--- src/rtl/lcd_pkg.sv ---
// rtl/lcd_pkg.sv - shared types, bit positions and init ROM for the HD44780 controller
package lcd_pkg;

    typedef enum logic [2:0] {
        PWRUP,
        INIT,
        IDLE,
        SETUP,
        PULSE,
        HOLD,
        WAIT
    } lcd_state_e;

    localparam int LCD_DATA_LSB = 0;
    localparam int LCD_RS_BIT   = 8;
    localparam int LCD_REQ_BIT  = 9;
    localparam int LCD_ON_BIT   = 31;

    localparam logic [1:0] WSEL_CMD   = 2'd0;
    localparam logic [1:0] WSEL_LONG  = 2'd1;
    localparam logic [1:0] WSEL_INIT1 = 2'd2;
    localparam logic [1:0] WSEL_INIT2 = 2'd3;

    localparam int INIT_LEN = 7;

    // Each entry is {command, post-write wait selector}; index 0 runs first.
    localparam logic [0:INIT_LEN-1][9:0] INIT_ROM = {
        {8'h38, WSEL_INIT1},
        {8'h38, WSEL_INIT2},
        {8'h38, WSEL_CMD},
        {8'h38, WSEL_CMD},
        {8'h0C, WSEL_CMD},
        {8'h01, WSEL_LONG},
        {8'h06, WSEL_CMD}
    };

    // Clear display (0x01) and return home (0x02/0x03) need the long execution time.
    function automatic logic is_long_cmd(input logic rs, input logic [7:0] data);
        return !rs && (data[7:2] == 6'd0) && (data != 8'd0);
    endfunction

endpackage

--- src/rtl/lcd_hd44780_ctrl_if.sv ---
// rtl/lcd_hd44780_ctrl_if.sv - LCD pin bundle driven by the controller
interface lcd_hd44780_ctrl_if;
    logic [7:0] lcd_data;
    logic       lcd_rs;
    logic       lcd_rw;
    logic       lcd_en;
    logic       lcd_on;

    modport master (output lcd_data, output lcd_rs, output lcd_rw, output lcd_en, output lcd_on);
    modport slave  (input  lcd_data, input  lcd_rs, input  lcd_rw, input  lcd_en, input  lcd_on);
endinterface

--- src/rtl/lcd_delay_timer.sv ---
// rtl/lcd_delay_timer.sv - loadable 20-bit down counter; done pulses in the last cycle of the load
module lcd_delay_timer (
    input  logic        i_clk,
    input  logic        i_load,
    input  logic [19:0] i_value,
    output logic        o_done
);
    logic [19:0] r_cnt;

    always_ff @(posedge i_clk) begin
        if (i_load) begin
            r_cnt <= (i_value == 20'd0) ? 20'd1 : i_value;
        end else if (r_cnt != 20'd0) begin
            r_cnt <= r_cnt - 20'd1;
        end
    end

    assign o_done = (r_cnt == 20'd1);
endmodule

--- src/rtl/lcd_hd44780_ctrl.sv ---
// rtl/lcd_hd44780_ctrl.sv - HD44780 write-only controller with automatic power-on init
module lcd_hd44780_ctrl
    import lcd_pkg::*;
#(
    parameter int unsigned T_SETUP = 2,
    parameter int unsigned T_EN    = 12,
    parameter int unsigned T_HOLD  = 2,
    parameter int unsigned T_CMD   = 2000,
    parameter int unsigned T_LONG  = 100000,
    parameter int unsigned T_PWRUP = 750000,
    parameter int unsigned T_INIT1 = 205000,
    parameter int unsigned T_INIT2 = 5000
) (
    input  logic                       i_clk,
    input  logic                       i_reset,
    input  logic [31:0]                i_lcd_word,
    lcd_hd44780_ctrl_if.master         lcd_bus,
    output logic                       o_busy,
    output logic                       o_init_done,
    output logic                       o_overrun
);
    lcd_state_e  r_state, w_next;
    logic [2:0]  r_init_idx;
    logic [7:0]  r_lcd_data;
    logic        r_lcd_rs, r_lcd_en, r_lcd_on;
    logic        r_init_done, r_overrun;
    logic        r_req_q;
    logic        r_pend_valid, r_pend_rs;
    logic [7:0]  r_pend_data;
    logic        w_req, w_pop, w_done, w_load;
    logic [19:0] w_load_val, w_wait_val;
    logic [9:0]  w_rom_entry;
    logic        w_unused;

    assign w_unused    = ^i_lcd_word[30:10];
    assign w_rom_entry = INIT_ROM[r_init_idx];
    assign w_req       = i_lcd_word[LCD_REQ_BIT] != r_req_q;
    assign w_pop       = (r_state == IDLE) && r_pend_valid;

    lcd_delay_timer u_timer (
        .i_clk   (i_clk),
        .i_load  (w_load),
        .i_value (w_load_val),
        .o_done  (w_done)
    );

    always_comb begin
        w_wait_val = 20'(T_CMD);
        if (!r_init_done) begin
            case (w_rom_entry[1:0])
                WSEL_LONG:  w_wait_val = 20'(T_LONG);
                WSEL_INIT1: w_wait_val = 20'(T_INIT1);
                WSEL_INIT2: w_wait_val = 20'(T_INIT2);
                default:    w_wait_val = 20'(T_CMD);
            endcase
        end else if (is_long_cmd(r_lcd_rs, r_lcd_data)) begin
            w_wait_val = 20'(T_LONG);
        end
    end

    // The timer is reloaded on every state entry; reset itself loads the power-up delay.
    always_comb begin
        w_next     = r_state;
        w_load     = 1'b0;
        w_load_val = 20'd0;
        if (i_reset) begin
            w_load     = 1'b1;
            w_load_val = 20'(T_PWRUP);
        end else begin
            case (r_state)
                PWRUP: if (w_done) w_next = INIT;
                INIT: begin
                    w_next     = SETUP;
                    w_load     = 1'b1;
                    w_load_val = 20'(T_SETUP);
                end
                IDLE: if (r_pend_valid) begin
                    w_next     = SETUP;
                    w_load     = 1'b1;
                    w_load_val = 20'(T_SETUP);
                end
                SETUP: if (w_done) begin
                    w_next     = PULSE;
                    w_load     = 1'b1;
                    w_load_val = 20'(T_EN);
                end
                PULSE: if (w_done) begin
                    w_next     = HOLD;
                    w_load     = 1'b1;
                    w_load_val = 20'(T_HOLD);
                end
                HOLD: if (w_done) begin
                    w_next     = WAIT;
                    w_load     = 1'b1;
                    w_load_val = w_wait_val;
                end
                WAIT: if (w_done) begin
                    w_next = (!r_init_done && r_init_idx != 3'(INIT_LEN - 1)) ? INIT : IDLE;
                end
                default: w_next = PWRUP;
            endcase
        end
    end

    always_ff @(posedge i_clk) begin
        r_req_q <= i_lcd_word[LCD_REQ_BIT];
        if (i_reset) begin
            r_state      <= PWRUP;
            r_init_idx   <= 3'd0;
            r_lcd_data   <= 8'd0;
            r_lcd_rs     <= 1'b0;
            r_lcd_en     <= 1'b0;
            r_lcd_on     <= 1'b0;
            r_init_done  <= 1'b0;
            r_overrun    <= 1'b0;
            r_pend_valid <= 1'b0;
            r_pend_rs    <= 1'b0;
            r_pend_data  <= 8'd0;
        end else begin
            r_state  <= w_next;
            r_lcd_en <= (w_next == PULSE);
            r_lcd_on <= i_lcd_word[LCD_ON_BIT];
            if (r_state == INIT) begin
                r_lcd_data <= w_rom_entry[9:2];
                r_lcd_rs   <= 1'b0;
            end else if (w_pop) begin
                r_lcd_data <= r_pend_data;
                r_lcd_rs   <= r_pend_rs;
            end
            if (r_state == WAIT && w_done && !r_init_done) begin
                if (r_init_idx == 3'(INIT_LEN - 1)) r_init_done <= 1'b1;
                else r_init_idx <= r_init_idx + 3'd1;
            end
            // A pop in the same cycle frees the slot for the incoming request.
            if (w_req) begin
                if (!r_pend_valid || w_pop) begin
                    r_pend_valid <= 1'b1;
                    r_pend_rs    <= i_lcd_word[LCD_RS_BIT];
                    r_pend_data  <= i_lcd_word[LCD_DATA_LSB +: 8];
                end else begin
                    r_overrun <= 1'b1;
                end
            end else if (w_pop) begin
                r_pend_valid <= 1'b0;
            end
        end
    end

    assign lcd_bus.lcd_data = r_lcd_data;
    assign lcd_bus.lcd_rs   = r_lcd_rs;
    assign lcd_bus.lcd_rw   = 1'b0;
    assign lcd_bus.lcd_en   = r_lcd_en;
    assign lcd_bus.lcd_on   = r_lcd_on;
    assign o_busy           = (r_state != IDLE) || r_pend_valid;
    assign o_init_done      = r_init_done;
    assign o_overrun        = r_overrun;
endmodule

--- src/flat_wrapper.sv ---
// flat-port wrapper written by rule: the top's interface ports become plain ports
module lcd_hd44780_ctrl_flat import lcd_pkg::*;
#(
    parameter int unsigned T_SETUP = 2,
    parameter int unsigned T_EN    = 12,
    parameter int unsigned T_HOLD  = 2,
    parameter int unsigned T_CMD   = 2000,
    parameter int unsigned T_LONG  = 100000,
    parameter int unsigned T_PWRUP = 750000,
    parameter int unsigned T_INIT1 = 205000,
    parameter int unsigned T_INIT2 = 5000
)
  (i_clk, i_reset, i_lcd_word, o_busy, o_init_done, o_overrun, lcd_bus_lcd_data, lcd_bus_lcd_rs, lcd_bus_lcd_rw, lcd_bus_lcd_en, lcd_bus_lcd_on);
  lcd_hd44780_ctrl_if lcd_bus_i ();
  input  logic i_clk;
  input  logic i_reset;
  input  logic [31:0] i_lcd_word;
  output logic o_busy;
  output logic o_init_done;
  output logic o_overrun;
  output wire logic [$bits(lcd_bus_i.lcd_data)-1:0] lcd_bus_lcd_data;
  output wire logic [$bits(lcd_bus_i.lcd_rs)-1:0] lcd_bus_lcd_rs;
  output wire logic [$bits(lcd_bus_i.lcd_rw)-1:0] lcd_bus_lcd_rw;
  output wire logic [$bits(lcd_bus_i.lcd_en)-1:0] lcd_bus_lcd_en;
  output wire logic [$bits(lcd_bus_i.lcd_on)-1:0] lcd_bus_lcd_on;
  assign lcd_bus_lcd_data = lcd_bus_i.lcd_data;
  assign lcd_bus_lcd_rs = lcd_bus_i.lcd_rs;
  assign lcd_bus_lcd_rw = lcd_bus_i.lcd_rw;
  assign lcd_bus_lcd_en = lcd_bus_i.lcd_en;
  assign lcd_bus_lcd_on = lcd_bus_i.lcd_on;
  lcd_hd44780_ctrl #(.T_SETUP(T_SETUP), .T_EN(T_EN), .T_HOLD(T_HOLD), .T_CMD(T_CMD), .T_LONG(T_LONG), .T_PWRUP(T_PWRUP), .T_INIT1(T_INIT1), .T_INIT2(T_INIT2)) u_core (.i_clk(i_clk), .i_reset(i_reset), .i_lcd_word(i_lcd_word), .lcd_bus(lcd_bus_i), .o_busy(o_busy), .o_init_done(o_init_done), .o_overrun(o_overrun));
endmodule
--- config.mk ---
export PLATFORM = sky130hd
export DESIGN_NAME = lcd_hd44780_ctrl_flat
export DESIGN_NICKNAME = d
export VERILOG_FILES = /design/src/rtl/lcd_pkg.sv /design/src/rtl/lcd_hd44780_ctrl_if.sv /design/src/rtl/lcd_delay_timer.sv /design/src/rtl/lcd_hd44780_ctrl.sv /design/src/flat_wrapper.sv
export SDC_FILE = /design/constraint.sdc
export NUM_CORES = 1
export LEC_CHECK = 0
export CAP_MARGIN = 20
export CELL_PAD_IN_SITES_DETAIL_PLACEMENT = 1
export CELL_PAD_IN_SITES_GLOBAL_PLACEMENT = 1
export CORE_UTILIZATION = 43
export CTS_CLUSTER_DIAMETER = 200
export CTS_CLUSTER_SIZE = 14
export DETAILED_ROUTE_END_ITERATION = 7
export GPL_TIMING_DRIVEN = 1
export PLACE_DENSITY_LB_ADDON = 0.1
export SLEW_MARGIN = 20
export SYNTH_ARGS = -nofsm -noshare
export SYNTH_HDL_FRONTEND = slang
export SYNTH_SLANG_ARGS = --single-unit
--- constraint.sdc ---
create_clock -name i_clk -period 6.75 [get_ports i_clk]
set_input_delay 1.35 -clock i_clk [delete_from_list [all_inputs] [get_ports i_clk]]
set_output_delay 1.35 -clock i_clk [all_outputs]
set_load 0.03 [all_outputs]
==> notes.md <==
Figures from the implementation reports.

- The clock root buffer reads sky130_fd_sc_hd__clkbuf_8.
- The DRC violation total after the first TritonRoute iteration reads 100.
- The number of buffers inserted to repair setup after CTS reads 0.
- The placement row count is 28.
- The endpoint class of the critical path is a flip-flop.
- The worst hold path terminates at u_core.o_overrun$_SDFFE_PP0P_.
- Recorded from the global router log, the overflow total was 0.
- The flow ran to the end, and the final reports show no timing, DRC or antenna violations.
- The number of synthesized register bits reads 50.
- The fraction of the core area covered by cells at the end of the flow reads 52.1%.
- The arrival time at the worst endpoint is 3.40 ns.
- The termination of the worst setup path is u_core.u_timer.r_cnt[5]$_DFFE_PP_.
- The die height is 81.7 microns.
- In this run the count of I/O pins placed on the die edge is 49.
- The sequential-to-total area share from yosys stat is 44.0%.
- The floorplan die area reads 0.00667 sq mm.
- 0 antenna diodes ended up in the layout.
- The final tally of max-slew violations is 0.
- The synthesized netlist devotes 5.41% of its cell area to adder and majority cells.
- The routed layout reports a DRC error count of 0.
- Summed over all nets, the half-perimeter wirelength after detailed placement is 4.65 mm.
- Endpoints failing hold in the final report were tallied at 0.
- From left edge to right edge, the die measures 81.7 microns.
- Entering global routing, the biggest net connects 48 pins.
- The clock network power is 0.000211 W.
- The core region is 0.00603 sq mm.
- The CTS tree is built.
- The path category of the worst min-delay check is flip-flop to flip-flop.
- The number of setup violations in the final report is 0.
- The area taken by sequential standard cells is reported as 0.00120 sq mm.
- The share of power burned in combinational logic is 12.3%.
- Yosys mapped a number of flops with a built-in enable equal to 20.
- The number of cells upsized or downsized after cts reads 0.
- The number of instances in the placed design is 374.
- The worst flop-to-flop path endpoint reads u_core.u_timer.r_cnt[5]$_DFFE_PP_.
- Looking at the setup timing report, the critical path kind is input pin to flip-flop.
- The maximum net fanout on the critical path is 47.
- The number of nets in the finished design is 351.
- The total negative slack for setup checks is 0 ns.
- In the power breakdown, the internal column shows 0.000480 W.
## area by class of cell
cell class                 instances  share of cell area (%)
clock inverter                     3                    1.28
tap                               75                    2.99
sequential                        50                    38.3
clock buffer                       5                    2.19
inverter                          12                    1.44
timing repair buffer              27                    8.54
multi-input combinational        210                    45.3
## sequential cells by signal, indices dropped and copies added, names as in the netlist
name and count:
u_core.r_pend_data 8, u_core.r_state 3, u_core.u_timer.r_cnt 20, u_core.o_init_done 1, u_core.lcd_bus.lcd_en 1, u_core.lcd_bus.lcd_rs 1
u_core.r_pend_valid 1, u_core.r_pend_rs 1, u_core.lcd_bus.lcd_data 8, u_core.r_init_idx 3, u_core.o_overrun 1, u_core.lcd_bus.lcd_on 1
u_core.r_req_q 1
## metal layers
| metal | global-route usage (%) | vias up |
|---|---|---|
| met5 | 0 | - |
| met4 | 8.07 | 0 |
| met3 | 2.67 | 7 |
| met2 | 35.7 | 33 |
| met1 | 26.1 | 1044 |
| li1 | - | 1067 |
## cell usage after synthesis (all sizes together), types with 2 or more instances
cell / count
and3: 2
o211ai: 2
nor3: 11
or2: 3
nand3: 7
nand2: 8
xnor2: 15
a222oi: 4
o22ai: 6
clkbuf: 10
o21ai: 13
dfxtp: 30
or4: 3
xor2: 5
nand3b: 2
nor2b: 5
a31oi: 3
o21bai: 2
a221oi: 3
buf: 5
inv: 12
mux2i: 13
and2: 2
nand4: 3
nor2: 41
nor4: 10
or3: 4
a21oi: 11
edfxtp: 20
nand2b: 6
ha: 11
## critical path: stages
cell	delay, ns
sky130_fd_sc_hd__clkdlybuf4s50_1	0.45
sky130_fd_sc_hd__buf_4	0.41
sky130_fd_sc_hd__a211o_1	0.61
sky130_fd_sc_hd__or2_2	0.55
==> images/met1.png <==
Bar = 20 microns.
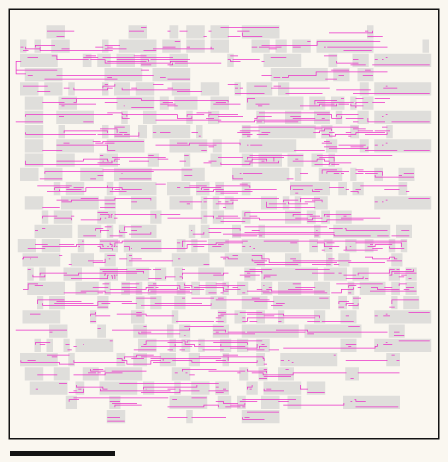
share of all routed wire = 45%
longest straight run = 27.1 microns
main direction = horizontal

==> images/met2.png <==
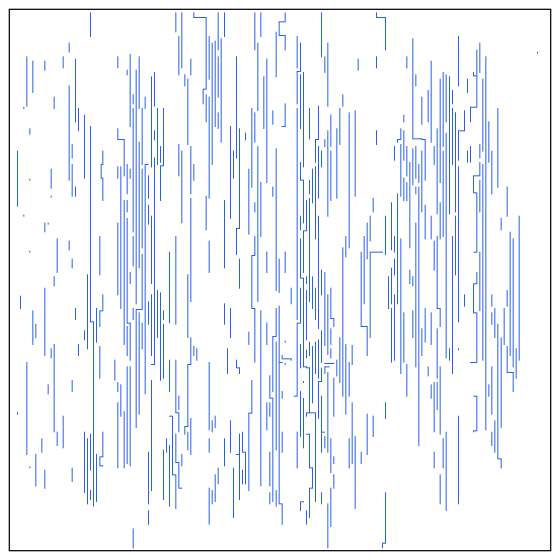
longest straight run = 56.4 microns
wire length on this layer = 3240 microns
nets with wire on the layer = 280
main direction = vertical
share of all routed wire = 51%

==> images/met3.png <==
Bar = 20 microns.
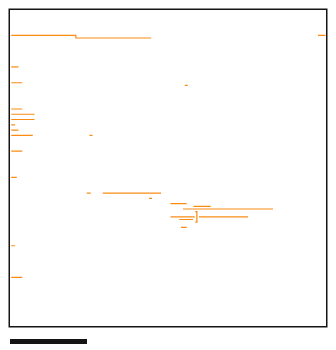
wire length on this layer = 144 microns
share of all routed wire = 2.3%
nets with wire on the layer = 20

==> images/drive_strength.png <==
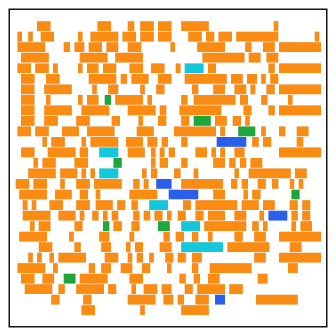
cyan -> drive 6 and up  # cells 6
green -> drive 2  # cells 8
blue -> drive 3 to 4  # cells 5
orange -> drive 1 or less  # cells 288

Power and IR drop assume default switching activity.
